## src/rtl/multicycle_control.sv

```systemverilog
`default_nettype none
// ============================================================================
//  Module      : multicycle_control
//  Description : Moore-style sequencer for the shared multicycle MIPS
//                datapath, with a memory-ready handshake, a memory watchdog
//                and an illegal-opcode flag.
//  Revision    : 1.0  initial release
// ============================================================================
module multicycle_control #(
    parameter int MEM_TIMEOUT = 15,
    parameter int CNT_W       = 8
) (
    input  logic       clk,
    input  logic       rst_n,
    input  logic [5:0] OPCODE,
    input  logic       Zero,
    input  logic       mem_ready,
    output logic       PCWrite,
    output logic       IorD,
    output logic       MemRead,
    output logic       MemWrite,
    output logic       IRWrite,
    output logic       MemToReg,
    output logic       RegDst,
    output logic       RegWrite,
    output logic       ALUSrcA,
    output logic [1:0] ALUSrcB,
    output logic [2:0] ALUOp,
    output logic [1:0] PCSource,
    output logic       instr_done,
    output logic       illegal,
    output logic       mem_err,
    output logic [3:0] state
);

    typedef enum logic [3:0] {
        S_FETCH     = 4'd0,
        S_DECODE    = 4'd1,
        S_MEM_ADDR  = 4'd2,
        S_MEM_READ  = 4'd3,
        S_MEM_WB    = 4'd4,
        S_MEM_WRITE = 4'd5,
        S_R_EXEC    = 4'd6,
        S_R_WB      = 4'd7,
        S_BRANCH    = 4'd8,
        S_JUMP      = 4'd9,
        S_I_EXEC    = 4'd10,
        S_I_WB      = 4'd11,
        S_ABORT     = 4'd12
    } state_t;

    localparam logic [5:0] OP_R    = 6'b000000;
    localparam logic [5:0] OP_LW   = 6'b100011;
    localparam logic [5:0] OP_SW   = 6'b101011;
    localparam logic [5:0] OP_BEQ  = 6'b000100;
    localparam logic [5:0] OP_J    = 6'b000010;
    localparam logic [5:0] OP_ADDI = 6'b001000;
    localparam logic [5:0] OP_ANDI = 6'b001100;
    localparam logic [5:0] OP_ORI  = 6'b001101;
    localparam logic [5:0] OP_SLTI = 6'b001010;

    localparam logic [2:0] ALU_FUNCT = 3'b010;
    localparam logic [2:0] ALU_ADD   = 3'b011;
    localparam logic [2:0] ALU_SUB   = 3'b100;
    localparam logic [2:0] ALU_AND   = 3'b111;
    localparam logic [2:0] ALU_OR    = 3'b101;
    localparam logic [2:0] ALU_SLT   = 3'b001;

    localparam logic [CNT_W-1:0] TIMEOUT_VAL = CNT_W'(MEM_TIMEOUT);

    state_t           state_q, state_d;
    logic [CNT_W-1:0] cnt_q, cnt_d;

    logic             mem_wait_state;   // state that waits on mem_ready
    logic             timeout;          // watchdog expires this cycle
    logic [2:0]       imm_aluop;        // ALU operation for I-type arithmetic

    assign state          = state_q;
    assign mem_wait_state = (state_q == S_FETCH) || (state_q == S_MEM_READ) ||
                            (state_q == S_MEM_WRITE);
    assign timeout        = (cnt_q == TIMEOUT_VAL) && !mem_ready;

    // ALU operation selected by the immediate-type opcode
    always_comb begin
        imm_aluop = ALU_ADD;
        case (OPCODE)
            OP_ANDI: imm_aluop = ALU_AND;
            OP_ORI:  imm_aluop = ALU_OR;
            OP_SLTI: imm_aluop = ALU_SLT;
            default: imm_aluop = ALU_ADD;
        endcase
    end

    // State register and watchdog counter; reset returns straight to FETCH
    always_ff @(posedge clk or negedge rst_n) begin
        if (!rst_n) begin
            state_q <= S_FETCH;
            cnt_q   <= '0;
        end else begin
            state_q <= state_d;
            cnt_q   <= cnt_d;
        end
    end

    // Next-state and control outputs for the current state
    always_comb begin
        state_d    = state_q;
        PCWrite    = 1'b0;
        IorD       = 1'b0;
        MemRead    = 1'b0;
        MemWrite   = 1'b0;
        IRWrite    = 1'b0;
        MemToReg   = 1'b0;
        RegDst     = 1'b0;
        RegWrite   = 1'b0;
        ALUSrcA    = 1'b0;
        ALUSrcB    = 2'b00;
        ALUOp      = 3'b000;
        PCSource   = 2'b00;
        instr_done = 1'b0;
        illegal    = 1'b0;
        mem_err    = 1'b0;

        case (state_q)
            S_FETCH: begin
                MemRead = 1'b1;
                ALUSrcB = 2'b01;
                ALUOp   = ALU_ADD;
                if (mem_ready) begin
                    IRWrite = 1'b1;
                    PCWrite = 1'b1;
                    state_d = S_DECODE;
                end else if (timeout) begin
                    // PC is left untouched so the same instruction is re-fetched
                    state_d = S_ABORT;
                end
            end
            S_DECODE: begin
                ALUSrcB = 2'b11;
                ALUOp   = ALU_ADD;
                case (OPCODE)
                    OP_LW, OP_SW:                     state_d = S_MEM_ADDR;
                    OP_R:                             state_d = S_R_EXEC;
                    OP_BEQ:                           state_d = S_BRANCH;
                    OP_J:                             state_d = S_JUMP;
                    OP_ADDI, OP_ANDI, OP_ORI, OP_SLTI: state_d = S_I_EXEC;
                    default: begin
                        illegal = 1'b1;
                        state_d = S_FETCH;
                    end
                endcase
            end
            S_MEM_ADDR: begin
                ALUSrcA = 1'b1;
                ALUSrcB = 2'b10;
                ALUOp   = ALU_ADD;
                state_d = (OPCODE == OP_SW) ? S_MEM_WRITE : S_MEM_READ;
            end
            S_MEM_READ: begin
                MemRead = 1'b1;
                IorD    = 1'b1;
                if (mem_ready)    state_d = S_MEM_WB;
                else if (timeout) state_d = S_ABORT;
            end
            S_MEM_WB: begin
                RegWrite   = 1'b1;
                MemToReg   = 1'b1;
                instr_done = 1'b1;
                state_d    = S_FETCH;
            end
            S_MEM_WRITE: begin
                MemWrite = 1'b1;
                IorD     = 1'b1;
                if (mem_ready) begin
                    instr_done = 1'b1;
                    state_d    = S_FETCH;
                end else if (timeout) begin
                    state_d = S_ABORT;
                end
            end
            S_R_EXEC: begin
                ALUSrcA = 1'b1;
                ALUOp   = ALU_FUNCT;
                state_d = S_R_WB;
            end
            S_R_WB: begin
                RegWrite   = 1'b1;
                RegDst     = 1'b1;
                instr_done = 1'b1;
                state_d    = S_FETCH;
            end
            S_BRANCH: begin
                ALUSrcA    = 1'b1;
                ALUOp      = ALU_SUB;
                PCSource   = 2'b01;
                PCWrite    = Zero;
                instr_done = 1'b1;
                state_d    = S_FETCH;
            end
            S_JUMP: begin
                PCSource   = 2'b10;
                PCWrite    = 1'b1;
                instr_done = 1'b1;
                state_d    = S_FETCH;
            end
            S_I_EXEC: begin
                ALUSrcA = 1'b1;
                ALUSrcB = 2'b10;
                ALUOp   = imm_aluop;
                state_d = S_I_WB;
            end
            S_I_WB: begin
                ALUSrcA    = 1'b1;
                ALUSrcB    = 2'b10;
                ALUOp      = imm_aluop;
                RegWrite   = 1'b1;
                instr_done = 1'b1;
                state_d    = S_FETCH;
            end
            S_ABORT: begin
                mem_err = 1'b1;
                state_d = S_FETCH;
            end
            default: state_d = S_FETCH;
        endcase
    end

    // Watchdog: clears on any state change, counts idle memory-wait cycles
    always_comb begin
        cnt_d = cnt_q;
        if (state_d != state_q)
            cnt_d = '0;
        else if (mem_wait_state && !mem_ready)
            cnt_d = cnt_q + 1'b1;
    end

endmodule
`default_nettype wire

```

## config.mk

```make
export PLATFORM = sky130hd
export DESIGN_NAME = multicycle_control
export DESIGN_NICKNAME = d
export VERILOG_FILES = /design/src/rtl/multicycle_control.sv
export SDC_FILE = /design/constraint.sdc
export NUM_CORES = 1
export LEC_CHECK = 0
export ABC_AREA = 1
export CAP_MARGIN = 20
export CORE_UTILIZATION = 40
export DETAILED_ROUTE_END_ITERATION = 12
export MAX_ROUTING_LAYER = met4
export PLACE_DENSITY = 0.73
export SYNTH_ARGS = -nofsm -noshare
export SYNTH_HDL_FRONTEND = slang
export SYNTH_SLANG_ARGS = --single-unit
```

## constraint.sdc

```tcl
create_clock -name clk -period 3.92 [get_ports clk]
set_input_delay 0.784 -clock clk [delete_from_list [all_inputs] [get_ports clk]]
set_output_delay 0.784 -clock clk [all_outputs]
set_load 0.02 [all_outputs]
```

==> run_1/clocks.png <==
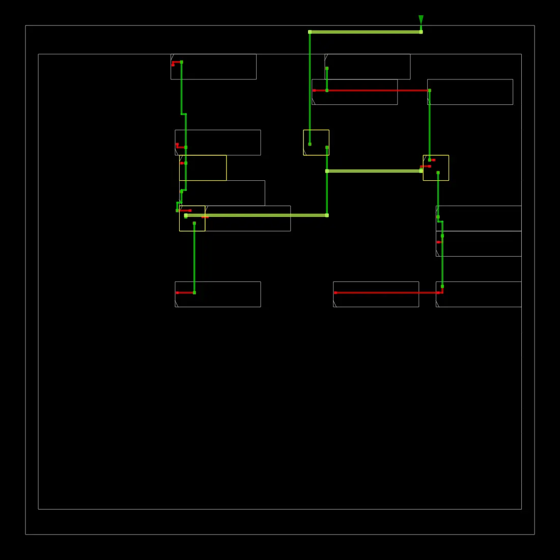
number of buffers created by CTS: 3
number of sinks driven by the clock tree: 12
clock-net power: 0.0952 mW
sequential cell count of the final layout: 12
Final Skew: 0.002786 ns

==> run_1/metal_density.png <==
The bar under the picture is 20 um long. 11 x 11 tiles, from white (low) to dark blue (high), scaled to the fullest tile. Values are wire area over tile area, all layers added.
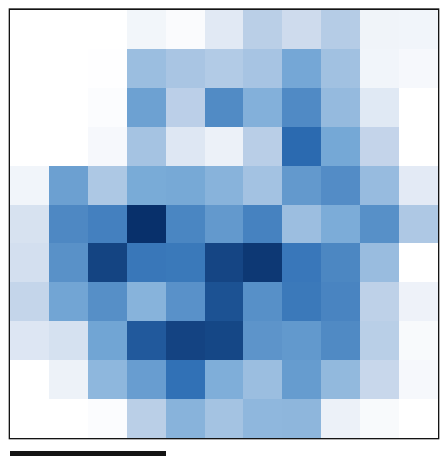
tiles over half the peak: 35%
mean over tiles: 0.15
emptiest ninth of the die: top left
nearly empty tiles: 16%
fullest tile: 0.40

==> flow_metrics.rpt, run 1 <==
PHYSICAL IMPLEMENTATION REPORT
----------------------------------------------------
[Hold path]
  Worst hold path type ........................ reg2reg
  Cells on Worst Hold Path ........................ 1
  Startpoint of the most critical hold path ........................ cnt_q[0]$_DFFE_PN0P_
  End point of the most critical hold path ........................ cnt_q[0]$_DFFE_PN0P_

[Synthesis]
  Number of enable-type register cells in the synthesized netlist ........................ 0
  Synthesized cell area ........................ around 0.0011 mm2
  Yosys reg bits ........................ 12
  Number of standard cells reported by yosys ........................ 162
  Xor+xnor area frac ........................ 0.04719
  Net Count, Synth ........................ roughly 170
  Sequential element share of the synthesized area ........................ 0.2697
  Mux cell area share after synthesis ........................ 0
  Basic-gate share of the synthesized area counting and, or, nand and nor cells ........................ 0.5202
  Number of instances in the synthesized netlist ........................ between 150 and 200
  Synth Area per Inst ........................ around 6.9 um2
  Yosys stat area ........................ 0.001114 mm2
  Top flip-flop cell by instance count after synthesis ........................ sky130_fd_sc_hd__dfrtp_1
  Cell with the most instances after synthesis ........................ sky130_fd_sc_hd__nor2_1
  Main kind of combinational logic by area ........................ simple AND/OR/NAND/NOR gates
  Top area contributor share ........................ 0.2697
  Largest area contributor in the synthesized netlist ........................ sky130_fd_sc_hd__dfrtp_1
  Area fraction in full adders, half adders and majority gates ........................ 0.01124
  Area fraction in compound gates ........................ 0.05393
  Top cells by area ........................ sky130_fd_sc_hd__dfrtp_1 27%, sky130_fd_sc_hd__nor2_1 10%, sky130_fd_sc_hd__nand3_1 8.5%, sky130_fd_sc_hd__inv_1 8.1%, sky130_fd_sc_hd__nand2_1 7.4%
  Most instantiated cells after synthesis ........................ 31 x sky130_fd_sc_hd__nor2_1, 24 x sky130_fd_sc_hd__inv_1, 22 x sky130_fd_sc_hd__nand2_1, 19 x sky130_fd_sc_hd__nand3_1, 12 x sky130_fd_sc_hd__dfrtp_1
  Count of synthesis-stage warnings from yosys ........................ 0
  Fraction of registers with async set/reset ........................ 1.000
  Count of different cell masters after synthesis ........................ 27

[Power and ir drop]
  Logic gate share of total power ........................ 0.678
  Sw Pwr ........................ 0.4253 mW
  Power density cells ........................ 569.7 mW/mm2
  Tot Pwr ........................ 0.8547 mW
  Reported leakage power ........................ about 0.74 nW
  Register share of total power ........................ 0.210
  Max IR drop VDD ........................ approximately 400 uV
  Internal power component ........................ 0.4294 mW
  Sw frac ........................ 0.4976

[Clock tree]
  Clock-pin transition on the worst setup and hold timing paths ........................ approximately 0.07 ns
  Maximum root-to-sink buffer count ........................ 2
  Cts-stage hold buffer count ........................ 0
  Total of cells resized after clock tree synthesis ........................ 0
  Setup Buffers After CTS ........................ 0
  Depth of the CTS H-tree ........................ 1
  Root buffer cell ........................ sky130_fd_sc_hd__clkbuf_4
  TritonCTS clock tree ........................ yes

[Die]
  Vertical die size ........................ 54.76 um
  Fraction of the core area occupied by cells at floorplan ........................ 0.4376
  Count of standard-cell rows ........................ 18
  Die Size ........................ around 0.003 mm2
  Die boundary width ........................ around 55 um
  # IOs ........................ 33
  Std-Cell Core Area ........................ 0.002545 mm2
  Tapcell count ........................ 30

[Placed design]
  Number of I/O port buffers ........................ 32
  Weighted congestion at the end of routability-driven global placement ........................ 0.8447
  Final HPWL from detailed placement ........................ 2273 um
  DP Cell Count ........................ 223

[Final layout]
  Diodes inserted ........................ 0
  Clk tree area frac ........................ 0.02419
  Final layout net count ........................ ~210
  Sequential cell area ........................ ~300 um2
  Leading cell types in the layout, fill and taps excluded ........................ 32 x sky130_fd_sc_hd__clkdlybuf4s50_1, 31 x sky130_fd_sc_hd__nor2_1, 24 x sky130_fd_sc_hd__inv_1, 22 x sky130_fd_sc_hd__nand2_1, 19 x sky130_fd_sc_hd__nand3_1
  Number of logic gates ........................ about 120
  End-of-flow core utilization ........................ 0.5895
  Most frequent logic cell in the layout ........................ sky130_fd_sc_hd__clkdlybuf4s50_1
  CLK BUF ........................ 4
  Comb area ........................ a little over 700 um2
  Area added between synthesis and finish ........................ 34.72%
  Number of flip-flops under the largest register name ........................ 8
  Number of buffers outside the clock class in the layout ........................ 32
  Inverter count ........................ 27
  FILL cells ........................ 255
  Count of non-filler cells in the finished layout ........................ 227
  Comb area share ........................ 0.4696
  Proportion of final cell area spent on non-clock buffers ........................ 0.2135
  Proportion of layout cells with a drive suffix above 1 ........................ 0.1624
  Cell class ranked first by area ........................ combinational gates
  Register bank with the most flops ........................ cnt_q
  Fraction of area in registers ........................ 0.2002

[Setup path]
  Worst R2R Start ........................ state[1]$_DFF_PN0_
  Maximum fanout along the worst path ........................ 5
  Endpoint class of the critical path ........................ primary output
  Worst stage delay on the critical path ........................ approximately 0.66 ns
  Family of cells with the greatest summed delay on the critical path ........................ buffers and inverters
  Worst reg2reg path depth ........................ 10
  Worst Path Class, Setup ........................ in2out
  Cell at the slowest stage of the critical path ........................ sky130_fd_sc_hd__clkdlybuf4s50_1
  Cells along the critical path ........................ clkdlybuf4s50_1 -> nor2_1 -> nand3_1 -> nand4_1 -> nor4_1 -> clkdlybuf4s50_1
  Arrival time worst endpoint ........................ approximately 2.5 ns
  Worst path depth ........................ 6
  Endpoint of the most critical setup path ........................ illegal
  Type of element launching the critical path ........................ primary input
  Start point of the critical path ........................ OPCODE[3]
  Worst reg2reg setup slack ........................ 2.17 ns
  Reg-to-reg critical path endpoint ........................ cnt_q[2]$_DFFE_PN0P_
  Buffering stage count on the worst path with inverters included ........................ 2
  Required time at the worst-slack endpoint ........................ 3.14 ns
  Critical Path Most Common Cell ........................ sky130_fd_sc_hd__clkdlybuf4s50_1

[Route]
  Detailed-route vias per instance ........................ ~5.2
  Number of nets still failing antenna checks after routing ........................ 0
  Remaining design rule violation count ........................ 0
  Pre-Repair DR Iteration Count ........................ 4
  Highest routed metal layer ........................ met4
  Total Routed Length ........................ ~2800 um
  Average wire length per cell after detail routing ........................ roughly 12 um
  Overall via count from detail_route ........................ roughly 1,200
  Initial DRC Count ........................ 27
  Routed metal-1 wire length ........................ roughly 1300 um
  Length of routed met2 wiring ........................ 1388 um
  Wire length on met3 ........................ about 110 um

[Timing]
  Number of max-slew violations in the final report ........................ 0
  Clock period minus worst slack ........................ between 3 and 4 ns
  Setup repair after global routing missed its margin ........................ no
  Post-route fraction of the period consumed by the critical path ........................ 0.8470
  Post-route setup TNS ........................ 0 ns
  Number of setup violations in the final report ........................ 0
  Worst-Margin Slew ........................ around 0.55 ns
  Worst slew margin relative to its limit ........................ 0.6307
  Final Hold Fails ........................ 0
  Highest Clock Rate ........................ roughly 0.3 GHz

[GRT]
  Via count of the first global-routing pass ........................ roughly 1,100
  GRT Max-Usage Layer ........................ met2
  First-pass GRT wire length ........................ roughly 4400 um
  Antenna violations before repair ........................ 0
  Met2 routing resource usage after global routing ........................ 0.3514
  Largest net degree at the start of global routing ........................ 13
  Total gr overflow ........................ 0
  Met1 GRT Util ........................ 0.2533
  Met3 usage in global routing ........................ 0.05278
  Combined global-route utilization of all metal layers ........................ 0.2093

[Flow run]
  Max-capacitance violation count ........................ 0
  Number of warnings the tools reported ........................ 26

[Status]
  Run status ........................ finished clean

----------------------------------------------------
==> run_1/clk_routes.png <==
The bar under the picture is 20 um long.
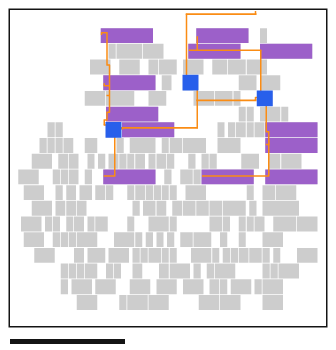
legend:
  purple:
    item: flip-flops
    count: 12
  blue:
    item: clock drivers
    count: 3
  orange:
    item: clock wires
    length: 139 um
routed clock nets: 4
Insertion Delay late pin: 0.27 ns
Clock Power Share: 0.111

-- run 1: metrics by stage --
stage          area, um2  hold WS (ns)  worst slack [ns]
2_1_floorplan       1114        0.4500             1.411
3_3_place_gp        1464        0.4631            0.6383
3_5_place_dp        1464        0.4843            0.6263
4_1_cts             1500        0.4998            0.6032
5_1_grt             1500        0.5085            0.4856
6_report            1500        0.4961            0.5998
-- run 1: power groups by stage --
| stage | Combinational, mW | Sequential (mW) | Clock [mW] |
|---|---|---|---|
| 2_1_floorplan | 0.364 | 0.184 | 0 |
| 3_3_place_gp | 0.577 | 0.180 | 0 |
| 3_5_place_dp | 0.580 | 0.182 | 0 |
| 4_1_cts | 0.583 | 0.180 | 0.0995 |
| 5_1_grt | 0.619 | 0.184 | 0.106 |
| 6_report | 0.580 | 0.180 | 0.0952 |
==> run_1/wires.png <==
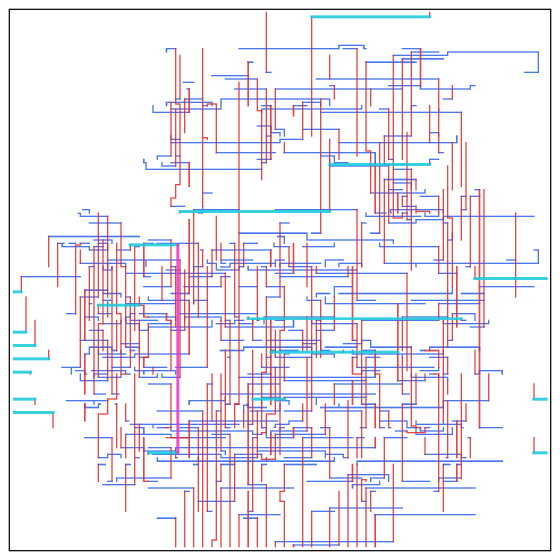

==> inputs of run 2 (changes only) <==
Settings changed: PLACE_DENSITY 0.73 to 0.75.
Clock period 3.92 ns to 2.96 ns, I/O delays scaled along.
==> run_2/wires.png <==
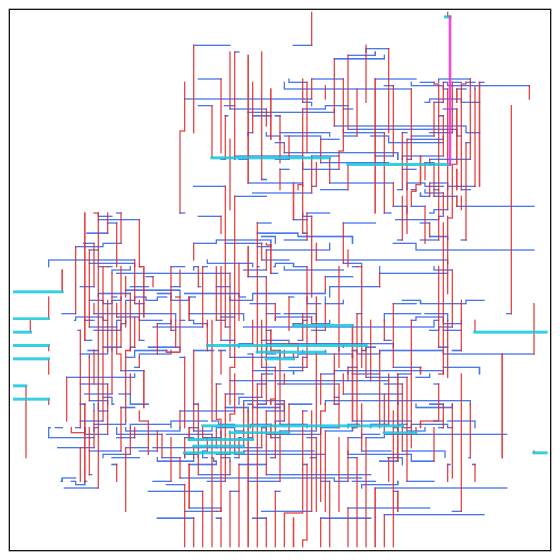
legend:
  magenta:
    layer: metal 4
    wire_length: 15.0 um
  blue:
    layer: metal 1
    wire_length: 1,210 um
  cyan:
    layer: metal 3
    wire_length: 131 um
  red:
    layer: metal 2
    wire_length: 1,490 um
overall via count from detail_route: 1,205
combined global-route utilization of all metal layers: 0.2172
Total Routed Length: 2849 um

==> run_2/metal_density.png <==
The bar under the picture is 20 um long. 11 x 11 tiles, from white (low) to dark blue (high), scaled to the fullest tile. Values are wire area over tile area, all layers added.
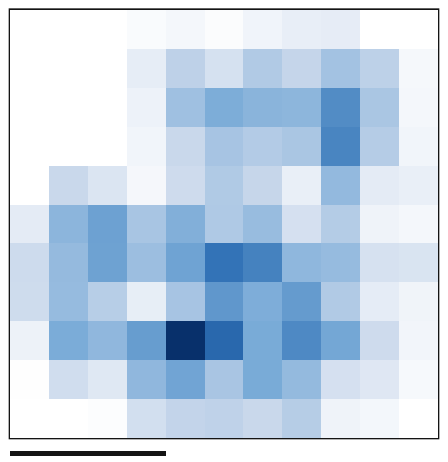
fullest tile: 0.59
tiles over half the peak: 12%
nearly empty tiles: 17%
densest ninth of the die: bottom middle
emptiest ninth of the die: top left

==> run 2 against run 1 <==
  * Sequential power is 32% higher
  * Die area stayed put
  * Critical endpoint is now instr_done
  * Routed wire length is 1.4% higher
  * Critical path type is now reg2out
==> flow_metrics.rpt, run 2 <==
PHYSICAL IMPLEMENTATION REPORT
----------------------------------------------------
[Setup path]
  Worst R2R Start ........................ state[1]$_DFF_PN0_
  Arrival time worst endpoint ........................ 2.16 ns
  Required time at the worst-slack endpoint ........................ between 2 and 2.5 ns
  Type of element launching the critical path ........................ flop
  Worst stage delay on the critical path ........................ 0.64 ns
  Worst reg2reg path depth ........................ 10
  Endpoint class of the critical path ........................ primary output
  Reg-to-reg critical path endpoint ........................ cnt_q[7]$_DFFE_PN0P_
  Endpoint of the most critical setup path ........................ instr_done
  Family of cells with the greatest summed delay on the critical path ........................ buffers and inverters
  Worst Path Class, Setup ........................ reg2out
  Start point of the critical path ........................ state[1]$_DFF_PN0_
  Worst path depth ........................ 6
  Maximum fanout along the worst path ........................ 9
  Worst reg2reg setup slack ........................ 1.17 ns
  Cell at the slowest stage of the critical path ........................ sky130_fd_sc_hd__clkdlybuf4s50_1

[Clock tree]
  Root buffer cell ........................ sky130_fd_sc_hd__clkbuf_4
  Number of buffers created by CTS ........................ 3
  Depth of the CTS H-tree ........................ 1
  TritonCTS clock tree ........................ yes
  Insertion Delay late pin ........................ between 0.2 and 0.3 ns
  Cts-stage hold buffer count ........................ 0
  Number of sinks driven by the clock tree ........................ 12
  Total of cells resized after clock tree synthesis ........................ 0
  Maximum root-to-sink buffer count ........................ 2

[Flow run]
  Number of warnings the tools reported ........................ 26
  Max-capacitance violation count ........................ 0

[Synthesis]
  Mux cell area share after synthesis ........................ 0
  Synthesized cell area ........................ 0.001114 mm2
  Area fraction in compound gates ........................ 0.05393
  Top cells by area ........................ sky130_fd_sc_hd__dfrtp_1 27%, sky130_fd_sc_hd__nor2_1 10%, sky130_fd_sc_hd__nand3_1 8.5%, sky130_fd_sc_hd__inv_1 8.1%, sky130_fd_sc_hd__nand2_1 7.4%
  Count of different cell masters after synthesis ........................ 27
  Cell with the most instances after synthesis ........................ sky130_fd_sc_hd__nor2_1
  Fraction of registers with async set/reset ........................ 1.000
  Yosys stat area ........................ approximately 0.0011 mm2
  Number of enable-type register cells in the synthesized netlist ........................ 0
  Most instantiated cells after synthesis ........................ 31 x sky130_fd_sc_hd__nor2_1, 24 x sky130_fd_sc_hd__inv_1, 22 x sky130_fd_sc_hd__nand2_1, 19 x sky130_fd_sc_hd__nand3_1, 12 x sky130_fd_sc_hd__dfrtp_1
  Synth Area per Inst ........................ approximately 6.9 um2
  Basic-gate share of the synthesized area counting and, or, nand and nor cells ........................ 0.5202
  Area fraction in full adders, half adders and majority gates ........................ 0.01124
  Top area contributor share ........................ 0.2697
  Count of synthesis-stage warnings from yosys ........................ 0
  Largest area contributor in the synthesized netlist ........................ sky130_fd_sc_hd__dfrtp_1
  Xor+xnor area frac ........................ 0.04719
  Number of standard cells reported by yosys ........................ about 160
  Net Count, Synth ........................ roughly 170

[Die]
  Fraction of the core area occupied by cells at floorplan ........................ 0.4376
  Count of standard-cell rows ........................ 18
  Vertical die size ........................ approximately 55 um
  # IOs ........................ 33
  Std-Cell Core Area ........................ between 0.002 and 0.003 mm2

[Timing]
  Post-route fraction of the period consumed by the critical path ........................ 0.9291
  Worst-Margin Slew ........................ between 0.5 and 0.6 ns
  Highest Clock Rate ........................ ~0.36 GHz
  Setup repair after global routing missed its margin ........................ no
  Final Skew ........................ slightly below 0.0005 ns
  Number of max-slew violations in the final report ........................ 0
  Worst slew margin relative to its limit ........................ 0.6529
  Clock period minus worst slack ........................ 2.750 ns
  Post-route setup TNS ........................ 0 ns

[Hold path]
  End point of the most critical hold path ........................ cnt_q[0]$_DFFE_PN0P_
  Startpoint of the most critical hold path ........................ cnt_q[0]$_DFFE_PN0P_
  Worst hold path type ........................ reg2reg
  Cells on Worst Hold Path ........................ 1

[GRT]
  First-pass GRT wire length ........................ between 4000 and 5000 um
  Largest net degree at the start of global routing ........................ 13
  Via count of the first global-routing pass ........................ 1,052
  Met2 routing resource usage after global routing ........................ 0.3815
  Total gr overflow ........................ 0
  Met1 GRT Util ........................ 0.2558

[Route]
  Number of nets still failing antenna checks after routing ........................ 0
  Pre-Repair DR Iteration Count ........................ 6
  Initial DRC Count ........................ 30
  Remaining design rule violation count ........................ 0
  Wire length on met3 ........................ approximately 130 um
  Length of routed met2 wiring ........................ 1488 um
  Average wire length per cell after detail routing ........................ ~13 um
  Detailed-route vias per instance ........................ ~5.3
  Highest routed metal layer ........................ met4

[Power and ir drop]
  Logic gate share of total power ........................ 0.679
  Max IR drop VDD ........................ 560.0 uV
  Sequential cell power ........................ 0.238 mW
  Clock Power Share ........................ 0.113
  Top pwr grp ........................ combinational logic
  Clock-net power ........................ roughly 0.13 mW
  Power density cells ........................ roughly 760 mW/mm2
  Register share of total power ........................ 0.208
  Sw frac ........................ 0.5024
  Power of the combinational group ........................ slightly below 0.8 mW
  Sw Pwr ........................ about 0.57 mW
  Reported leakage power ........................ 0.7605 nW
  Internal power component ........................ roughly 0.57 mW

[Placed design]
  Number of I/O port buffers ........................ 32
  Weighted congestion at the end of routability-driven global placement ........................ between 0.8 and 0.9
  DP Cell Count ........................ ~220
  Worst slack, placed ........................ 0.05169 ns
  Final HPWL from detailed placement ........................ roughly 2300 um

[Final layout]
  Register bank with the most flops ........................ cnt_q
  Most frequent logic cell in the layout ........................ sky130_fd_sc_hd__clkdlybuf4s50_1
  Count of non-filler cells in the finished layout ........................ around 230
  Diodes inserted ........................ 0
  Number of flip-flops under the largest register name ........................ 8
  End-of-flow core utilization ........................ 0.5934
  Leading cell types in the layout, fill and taps excluded ........................ 30 x sky130_fd_sc_hd__clkdlybuf4s50_1, 29 x sky130_fd_sc_hd__nor2_1, 24 x sky130_fd_sc_hd__inv_1, 22 x sky130_fd_sc_hd__nand2_1, 19 x sky130_fd_sc_hd__nand3_1
  Final layout net count ........................ ~210
  Proportion of layout cells with a drive suffix above 1 ........................ 0.1726

[Status]
  Run status ........................ finished clean

----------------------------------------------------
-- run 2: cell count changes in the layout (fill, tap and decap cells not counted), sizes merged --
cell,previous run,this run
dlymetal6s2s,0,2
clkdlybuf4s50,32,30
-- run 2: per-stage QoR --
step	hold WS, ns	cell area, um2	power, mW
6_report	0.4845	1510	1.140
3_3_place_gp	0.4656	1464	1.003
2_1_floorplan	0.2964	1114	0.7256
5_1_grt	0.5106	1510	1.209
3_5_place_dp	0.4752	1464	1.016
4_1_cts	0.4894	1500	1.146
-- run 2: layout make-up --
type / instances / area [um2]
fill: 238 / 1035
inverter: 27 / 101.3
multi-input combinational: 122 / 709.4
tap: 30 / 37.54
timing repair buffer: 32 / 325.3
clock buffer: 4 / 36.28
sequential: 12 / 300.3
==> run_2/clk_routes.png <==
The bar under the picture is 20 um long.
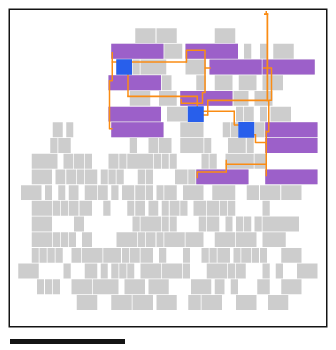

==> inputs of run 3 (changes only) <==
Settings changed: CORE_UTILIZATION 40 to 42, CTS_CLUSTER_DIAMETER from default to 40, PLACE_DENSITY 0.75 to 0.78.
==> run_3/clk_routes.png <==
The bar under the picture is 20 um long.
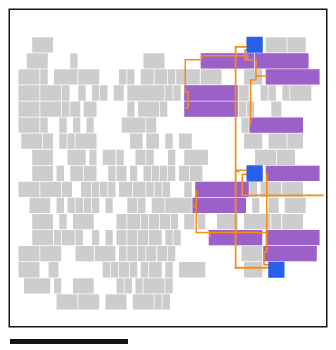
legend:
  orange:
    item: clock wires
    length: 147 um
  blue:
    item: clock drivers
    count: 3
  purple:
    item: flip-flops
    count: 12
routed clock nets: 4

==> run_3/metal_density.png <==
The bar under the picture is 20 um long. 11 x 11 tiles, from white (low) to dark blue (high), scaled to the fullest tile. Values are wire area over tile area, all layers added.
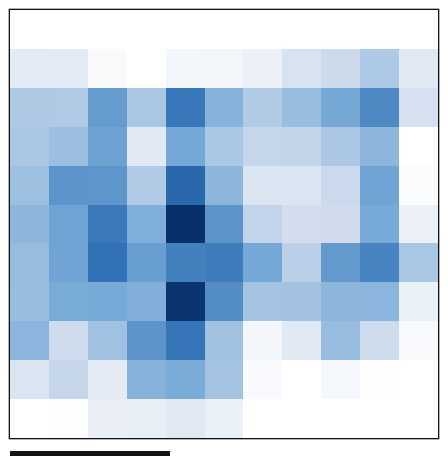
emptiest ninth of the die: bottom right
nearly empty tiles: 20%
mean over tiles: 0.16
tiles over half the peak: 22%
fullest tile: 0.54

==> run 3 against run 2 <==
  * Clock skew about the same
  * Cell count decreased by 0.44%
  * Combinational power about the same
  * Synthesized cell count is the same
  * Routed wire length is 1.3% higher
  * Die area down 4.6%
  * Register-to-register slack better by 0.02 ns
  * Hold slack lost 0.00070 ns
  * Area after synthesis is the same
  * Critical endpoint unchanged
  * Sequential share of layout area increased by 0.22 points
  * Via count fell by 1.6%
  * Clock-buffer cell count shrank 1
==> flow_metrics.rpt, run 3 <==
PHYSICAL IMPLEMENTATION REPORT
----------------------------------------------------
[Final layout]
  Final layout net count ........................ 209
  Register bank with the most flops ........................ cnt_q
  End-of-flow core utilization ........................ 0.5976
  Area added between synthesis and finish ........................ 34.16%
  Number of flip-flops under the largest register name ........................ 8
  Diodes inserted ........................ 0
  Proportion of layout cells with a drive suffix above 1 ........................ 0.1633
  Leading cell types in the layout, fill and taps excluded ........................ 30 x sky130_fd_sc_hd__nor2_1, 30 x sky130_fd_sc_hd__clkdlybuf4s50_1, 24 x sky130_fd_sc_hd__inv_1, 22 x sky130_fd_sc_hd__nand2_1, 19 x sky130_fd_sc_hd__nand3_1
  Final non-filler cell area ........................ between 0.001 and 0.0015 mm2

[Setup path]
  Start point of the critical path ........................ state[1]$_DFF_PN0_
  Type of element launching the critical path ........................ flop
  Endpoint class of the critical path ........................ primary output
  Maximum fanout along the worst path ........................ 9
  Worst reg2reg setup slack ........................ approximately 1.2 ns
  Worst Path Class, Setup ........................ reg2out
  Worst R2R Start ........................ cnt_q[0]$_DFFE_PN0P_
  Arrival time worst endpoint ........................ ~2.2 ns
  Worst reg2reg path depth ........................ 11
  Required time at the worst-slack endpoint ........................ 2.37 ns

[Clock tree]
  Number of buffers created by CTS ........................ 3
  Depth of the CTS H-tree ........................ 1
  TritonCTS clock tree ........................ yes
  Number of sinks driven by the clock tree ........................ 12
  Insertion Delay late pin ........................ 0.27 ns
  Maximum root-to-sink buffer count ........................ 2

[Route]
  Initial DRC Count ........................ 33
  Highest routed metal layer ........................ met4
  Remaining design rule violation count ........................ 0
  Total Routed Length ........................ between 2000 and 3000 um
  Average wire length per cell after detail routing ........................ ~13 um
  Overall via count from detail_route ........................ between 1,000 and 1,500
  Length of routed met2 wiring ........................ 1359 um
  Pre-Repair DR Iteration Count ........................ 4
  Number of nets still failing antenna checks after routing ........................ 0

[Synthesis]
  Xor+xnor area frac ........................ 0.04719
  Synth Area per Inst ........................ ~6.9 um2
  Number of instances in the synthesized netlist ........................ ~160
  Sequential element share of the synthesized area ........................ 0.2697
  Top cells by area ........................ sky130_fd_sc_hd__dfrtp_1 27%, sky130_fd_sc_hd__nor2_1 10%, sky130_fd_sc_hd__nand3_1 8.5%, sky130_fd_sc_hd__inv_1 8.1%, sky130_fd_sc_hd__nand2_1 7.4%
  Main kind of combinational logic by area ........................ simple AND/OR/NAND/NOR gates
  Synthesized cell area ........................ about 0.0011 mm2
  Top area contributor share ........................ 0.2697
  Count of synthesis-stage warnings from yosys ........................ 0
  Yosys reg bits ........................ 12
  Top flip-flop cell by instance count after synthesis ........................ sky130_fd_sc_hd__dfrtp_1
  Basic-gate share of the synthesized area counting and, or, nand and nor cells ........................ 0.5202
  Fraction of registers with async set/reset ........................ 1.000
  Most instantiated cells after synthesis ........................ 31 x sky130_fd_sc_hd__nor2_1, 24 x sky130_fd_sc_hd__inv_1, 22 x sky130_fd_sc_hd__nand2_1, 19 x sky130_fd_sc_hd__nand3_1, 12 x sky130_fd_sc_hd__dfrtp_1
  Net Count, Synth ........................ approximately 170
  Number of enable-type register cells in the synthesized netlist ........................ 0

[GRT]
  Met3 usage in global routing ........................ 0.02586
  First-pass GRT wire length ........................ about 4600 um
  Largest net degree at the start of global routing ........................ 13
  GRT Max-Usage Layer ........................ met2
  Via count of the first global-routing pass ........................ about 1,100
  Total gr overflow ........................ 0
  Antenna violations before repair ........................ 0
  Met1 GRT Util ........................ 0.2705
  Met2 routing resource usage after global routing ........................ 0.3875

[Timing]
  Worst-Margin Slew ........................ 0.5143 ns
  Worst slew margin relative to its limit ........................ 0.6561
  Final Hold Fails ........................ 0
  Post-route fraction of the period consumed by the critical path ........................ 0.9395
  Number of setup violations in the final report ........................ 0
  Highest Clock Rate ........................ roughly 0.36 GHz
  Post-route setup TNS ........................ 0 ns
  Setup repair after global routing missed its margin ........................ no
  Minimum hold slack ........................ about 0.48 ns

[Hold path]
  Cells on Worst Hold Path ........................ 1
  End point of the most critical hold path ........................ cnt_q[0]$_DFFE_PN0P_
  Worst hold path type ........................ reg2reg

[Power and ir drop]
  Reported leakage power ........................ between 0.7 and 0.8 nW
  Register share of total power ........................ 0.217
  Internal power component ........................ ~0.54 mW
  Tot Pwr ........................ ~1.1 mW
  Sw Pwr ........................ ~0.57 mW
  Max IR drop VDD ........................ between 500 and 600 uV
  Power of the combinational group ........................ 0.771 mW
  Top pwr grp ........................ combinational logic
  Clock-net power ........................ 0.0974 mW

[Status]
  Run status ........................ finished clean

[Die]
  Die Size ........................ 0.002861 mm2
  Count of standard-cell rows ........................ 18
  Std-Cell Core Area ........................ around 0.0025 mm2
  Vertical die size ........................ ~53 um
  # IOs ........................ 33

[Placed design]
  Number of I/O port buffers ........................ 32
  Worst slack, placed ........................ -0.01299 ns
  Final HPWL from detailed placement ........................ between 2000 and 2500 um
  DP Cell Count ........................ about 220
  Weighted congestion at the end of routability-driven global placement ........................ approximately 0.84

[Flow run]
  Number of warnings the tools reported ........................ 26
  Max-capacitance violation count ........................ 0

----------------------------------------------------
-- run 3: cell counts after synthesis --
Identical to the previous run, type by type.
-- run 3: critical path, cell delays in order (launching register included) --
cell and delay [ns]:
sky130_fd_sc_hd__dfrtp_1 0.52, sky130_fd_sc_hd__nor2_1 0.31, sky130_fd_sc_hd__inv_1 0.14, sky130_fd_sc_hd__nor2_1 0.16
sky130_fd_sc_hd__nor2_1 0.07, sky130_fd_sc_hd__o221ai_1 0.07, sky130_fd_sc_hd__clkdlybuf4s50_1 0.63
-- run 3: final cells by class --
type,count,area (um2)
Clock buffer,3,22.52
Sequential cell,12,300.3
Tap cell,30,37.54
Fill cell,219,1006
Inverter,27,101.3
Multi-Input combinational cell,122,706.9
Timing Repair Buffer,32,325.3
No activity file was given, so power comes from the tool's default toggle rates.
